File: config.mk
export PLATFORM = sky130hd
export DESIGN_NAME = power_ctrl
export DESIGN_NICKNAME = d
export VERILOG_FILES = /design/src/rtl/power_ctrl.sv
export SDC_FILE = /design/constraint.sdc
export NUM_CORES = 1
export LEC_CHECK = 0
export CAP_MARGIN = 5
export CORE_UTILIZATION = 25
export DETAILED_ROUTE_END_ITERATION = 8
export SYNTH_ARGS = -nofsm -noshare
export SYNTH_HDL_FRONTEND = slang
export SYNTH_SLANG_ARGS = --single-unit
File: constraint.sdc
create_clock -name clk -period 1.65 [get_ports clk]
set_input_delay 0.33 -clock clk [delete_from_list [all_inputs] [get_ports clk]]
set_output_delay 0.33 -clock clk [all_outputs]
set_load 0.05 [all_outputs]
File: src/rtl/power_ctrl.sv
// Master power state controller: OFF/ON/LOCKOUT with qualified off-button
// long-press and inactivity timeout, plus shutdown cause reporting.
module power_ctrl #(
    parameter int OFF_HOLD    = 50,
    parameter int IDLE_CYCLES = 1000,
    parameter int WARN_CYCLES = 100,
    parameter int IDLE_W      = 16
) (
    input  logic       clk,
    input  logic       rst_n,
    input  logic       power_on,
    input  logic       power_off_signal,
    input  logic       activity,
    output logic       power_state,
    output logic       power_up_pulse,
    output logic       shutdown_pulse,
    output logic [1:0] shutdown_cause,
    output logic       idle_warn
);

    typedef enum logic [1:0] {
        ST_OFF     = 2'd0,
        ST_ON      = 2'd1,
        ST_LOCKOUT = 2'd2
    } state_t;

    localparam logic [5:0]        OFF_HOLD_C = 6'(OFF_HOLD);
    localparam logic [IDLE_W-1:0] IDLE_LAST  = IDLE_W'(IDLE_CYCLES - 1);
    localparam logic [IDLE_W-1:0] WARN_START = IDLE_W'(IDLE_CYCLES - WARN_CYCLES);

    localparam logic [1:0] CAUSE_NONE   = 2'b00;
    localparam logic [1:0] CAUSE_BUTTON = 2'b01;
    localparam logic [1:0] CAUSE_IDLE   = 2'b10;

    state_t            state_q, state_d;
    logic [5:0]        off_cnt_q, off_cnt_d;
    logic [IDLE_W-1:0] idle_cnt_q, idle_cnt_d;
    logic [1:0]        cause_q, cause_d;
    logic              up_q, up_d;
    logic              sd_q, sd_d;
    logic              pwr_q;
    logic              btn_trip, idle_trip;

    function automatic logic [5:0] sat_inc6(input logic [5:0] v);
        return (v == 6'h3f) ? v : v + 6'd1;
    endfunction

    assign btn_trip  = power_off_signal && (off_cnt_q >= OFF_HOLD_C);
    assign idle_trip = !activity && (idle_cnt_q == IDLE_LAST);

    always_ff @(posedge clk or negedge rst_n) begin
        if (!rst_n) begin
            state_q    <= ST_OFF;
            off_cnt_q  <= '0;
            idle_cnt_q <= '0;
            cause_q    <= CAUSE_NONE;
            up_q       <= 1'b0;
            sd_q       <= 1'b0;
            pwr_q      <= 1'b0;
        end else begin
            state_q    <= state_d;
            off_cnt_q  <= off_cnt_d;
            idle_cnt_q <= idle_cnt_d;
            cause_q    <= cause_d;
            up_q       <= up_d;
            sd_q       <= sd_d;
            pwr_q      <= (state_d == ST_ON);
        end
    end

    always_comb begin
        state_d    = state_q;
        off_cnt_d  = '0;
        idle_cnt_d = '0;
        cause_d    = cause_q;
        up_d       = 1'b0;
        sd_d       = 1'b0;
        case (state_q)
            ST_OFF: begin
                if (power_on) begin
                    state_d = ST_ON;
                    up_d    = 1'b1;
                    cause_d = CAUSE_NONE;
                end
            end
            ST_ON: begin
                off_cnt_d  = power_off_signal ? sat_inc6(off_cnt_q) : 6'd0;
                idle_cnt_d = activity ? '0 : idle_cnt_q + IDLE_W'(1);
                // Button wins over a coincident idle expiry.
                if (btn_trip || idle_trip) begin
                    state_d    = ST_LOCKOUT;
                    sd_d       = 1'b1;
                    cause_d    = btn_trip ? CAUSE_BUTTON : CAUSE_IDLE;
                    off_cnt_d  = '0;
                    idle_cnt_d = '0;
                end
            end
            ST_LOCKOUT: begin
                if (!power_on) state_d = ST_OFF;
            end
            default: state_d = ST_OFF;
        endcase
    end

    assign power_state    = pwr_q;
    assign power_up_pulse = up_q;
    assign shutdown_pulse = sd_q;
    assign shutdown_cause = cause_q;
    assign idle_warn      = (state_q == ST_ON) && (idle_cnt_q >= WARN_START);

endmodule

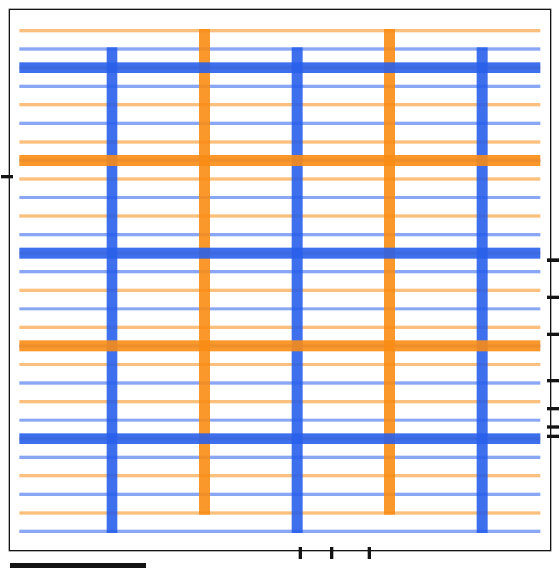
Fig. 1. Power grid.
Scale bar: 20 µm. Pins as bars on the die edge.
[orange] VDD
[blue] VSS
met5 straps: 5
met1 rails: 28
total core area: 5608 µm²
Die Width: 79.18 µm
height of the die: 79.18 µm
Max rail drop VDD: 0.3453 mV

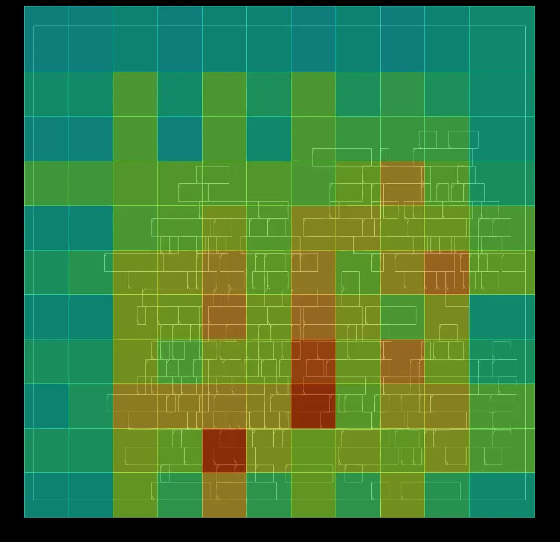
Fig. 2. Congestion heat map.
met1 Use GR: 13.57%
grt met3 use: 3.908%

==> flow_summary.json <==
{
  "ys_sh_aoi_pct": 8.908,
  "overflow": 0,
  "grtUsageMet2_pct": 17.76,
  "drt_first_iter_violations": 55,
  "cts_tree": "done",
  "die_area_um2": 6269,
  "p_leak_nw": 0.8991,
  "worst_slack_ns": -0.3091,
  "finalClockPeriodUsage_pct": 118.7,
  "fin_skew_ns": 0.003234,
  "rrSetupSlack_ns": -0.22,
  "nNetsFinal": 202,
  "min_path_type": "input pin to async pin",
  "ant_nets": 0,
  "hold_buffers": 0,
  "required_ns": 1.32,
  "tool_warnings": 32,
  "wl_per_cell_um": 11.38,
  "syn_area_um2": 1489,
  "path_cells": "or4_4 > o21bai_4 > a31oi_4 > buf_12",
  "arrival_ns": 1.63,
  "path_class": "flop to output port",
  "finalMaxSlewViolations": 0,
  "ioPinCount": 11,
  "path_clk_slew_ns": 0.06,
  "worst_pin_slew_ns": 0.4525,
  "busiest_layer": "met2",
  "fin_cells": 266,
  "top_layer_used": "met4",
  "antennaDiodeCount": 0,
  "port_buffers": 10,
  "grt_pass1_vias": 1208,
  "ys.flops": 29,
  "drive_gt1_share_pct": 27.32,
  "postLayoutCellArea_um2": 2031,
  "syn_nets": 158,
  "setup_viol": 29,
  "synthDistinctLibCells": 31,
  "r2r_cells": 7,
  "status": "complete, but fails checks",
  "drc": 0,
  "cts_resized": 9,
  "fp_util_pct": 26.55,
  "max_cap_violations": 0,
  "drt-met1-wl_mm": 1.451,
  "vias": 1173,
  "grt_pass1_wl_mm": 5.368,
  "utilization_pct": 36.21,
  "grt_max_degree": 30,
  "ys_sh_simple_pct": 25.46,
  "ys_area_um2": 1489,
  "comb_area_um2": 754.5,
  "clockBufferDepth": 2,
  "dr_wl_met3_um": 114,
  "dp.cells": 254,
  "place_area_um2": 1877,
  "pwr_density_cell_nw_per_um2": 728.9,
  "timing.rr.start": "idle_cnt_q[3]",
  "vias_per_cell": 4.410,
  "met2_length_mm": 1.402,
  "violations": "negative setup slack",
  "clock_latency_ns": 0.28,
  "maxSlewHeadroom_pct": 69.76,
  "cts_sinks": 29,
  "drtPass1Iterations": 4,
  "period_minus_slack_ns": 1.959,
  "seq_area_um2": 725.7,
  "mux_share_pct": 0.6723,
  "synth_adder_area_share_pct": 3.361,
  "numCtsBuffers": 5,
  "wirelength_mm": 3.027,
  "n_fill_cell": 575,
  "ys_cells": 149,
  "syn_inst": 149,
  "num_rows": 27,
  "synth_warnings": 0,
  "fmax_ghz": 0.5104
}
[synth_stat cells (all sizes together)]
cell     instances  area, µm²
clkbuf           1      3.750
nor4b            1      15.01
nor4             7      58.81
inv             12      45.04
o21bai           1      7.510
or3              6      37.54
nor3             6      30.03
or3b             1      8.760
dfrtp           29      725.7
o211ai           1      7.510
nand4            4      31.28
nand2b           1      6.260
mux2i            1      10.01
nand2           10      37.54
a31oi            1      6.260
nand3b           1      7.510
or4              1      7.510
o21ai            2      10.01
xnor2           12      105.1
o211a            1      10.01
o311ai           2      52.55
nand3            8      40.04
xor2             3      26.28
ha               4      50.05
nor2            23      86.33
a21oi            6      30.03
or2              2      12.51
a2111oi          1      8.760
buf              1      11.26
[sequential cells by signal (all words and copies together) (netlist names)]
| register | flops |
|---|---|
| state_q | 2 |
| off_cnt_q | 6 |
| shutdown_cause | 2 |
| idle_cnt_q | 16 |
| power_up_pulse | 1 |
| power_state | 1 |
| shutdown_pulse | 1 |
[power breakdown]
| part | switching (mW) | leakage [nW] | total [mW] | internal, mW |
|---|---|---|---|---|
| clock | 0.250 | 0.0395 | 0.549 | 0.299 |
| sequential | 0.0132 | 0.392 | 0.745 | 0.732 |
| combinational | 0.102 | 0.468 | 0.186 | 0.0839 |
| total | 0.365 | 0.899 | 1.48 | 1.11 |
[worst max-delay path by stage]
stage / startpoint / end / slack (ns) / depth (start not counted)
after detailed placement: activity / off_cnt_q[4] / -0.39 / 5
final: idle_cnt_q[5] / idle_warn / -0.31 / 4
after global routing: idle_cnt_q[5] / idle_warn / -0.35 / 4
after global placement: activity / off_cnt_q[4] / -0.37 / 5
after floorplan: idle_cnt_q[12] / idle_cnt_q[0] / -0.04 / 5
after CTS: idle_cnt_q[5] / idle_warn / -0.35 / 4
[layout make-up]
cell class                 count  area share, %
timing repair buffer          39          16.51
clock buffer                   8          3.943
sequential                    29          35.74
inverter                      12          2.218
multi-input combinational    106          37.15
tap                           72          4.436
[worst max-delay path: cells and delay by family (launching register included)]
kind            cells  cell delay (ns)
compound gates      2             0.26
buf+inv             1             0.17
flops               1             0.38
simple gates        1             0.54
[metrics by stage]
| step | hold WS [ns] | setup TNS (ns) | total power, mW | setup slack (ns) |
|---|---|---|---|---|
| final | 0.4429 | -5.469 | 1.480 | -0.3091 |
| after global routing | 0.4691 | -8.698 | 1.552 | -0.3541 |
| after CTS | 0.4550 | -5.740 | 1.504 | -0.3512 |
| after detailed placement | 0.5257 | -8.822 | 0.9337 | -0.3897 |
| after global placement | 0.5187 | -8.716 | 0.9311 | -0.3688 |
| after floorplan | 0.03441 | -0.4404 | 0.8482 | -0.03921 |
[cell usage in the layout (no fill, tap or decap), types with 2 or more instances in the layout]
cell / count
buf_4: 31
dfrtp_1: 29
nor2_1: 23
inv_1: 12
xnor2_1: 12
nand2_1: 10
nand3_1: 8
or3_1: 6
nor3_1: 6
a21oi_1: 6
clkbuf_8: 5
nor4_1: 4
ha_1: 4
clkdlybuf4s50_1: 4
nand4_1: 3
xor2_1: 3
clkbuf_1: 3
nor4_4: 2
or2_2: 2
o311ai_4: 2
buf_12: 2
buf_6: 2
Power and IR drop assume default switching activity.
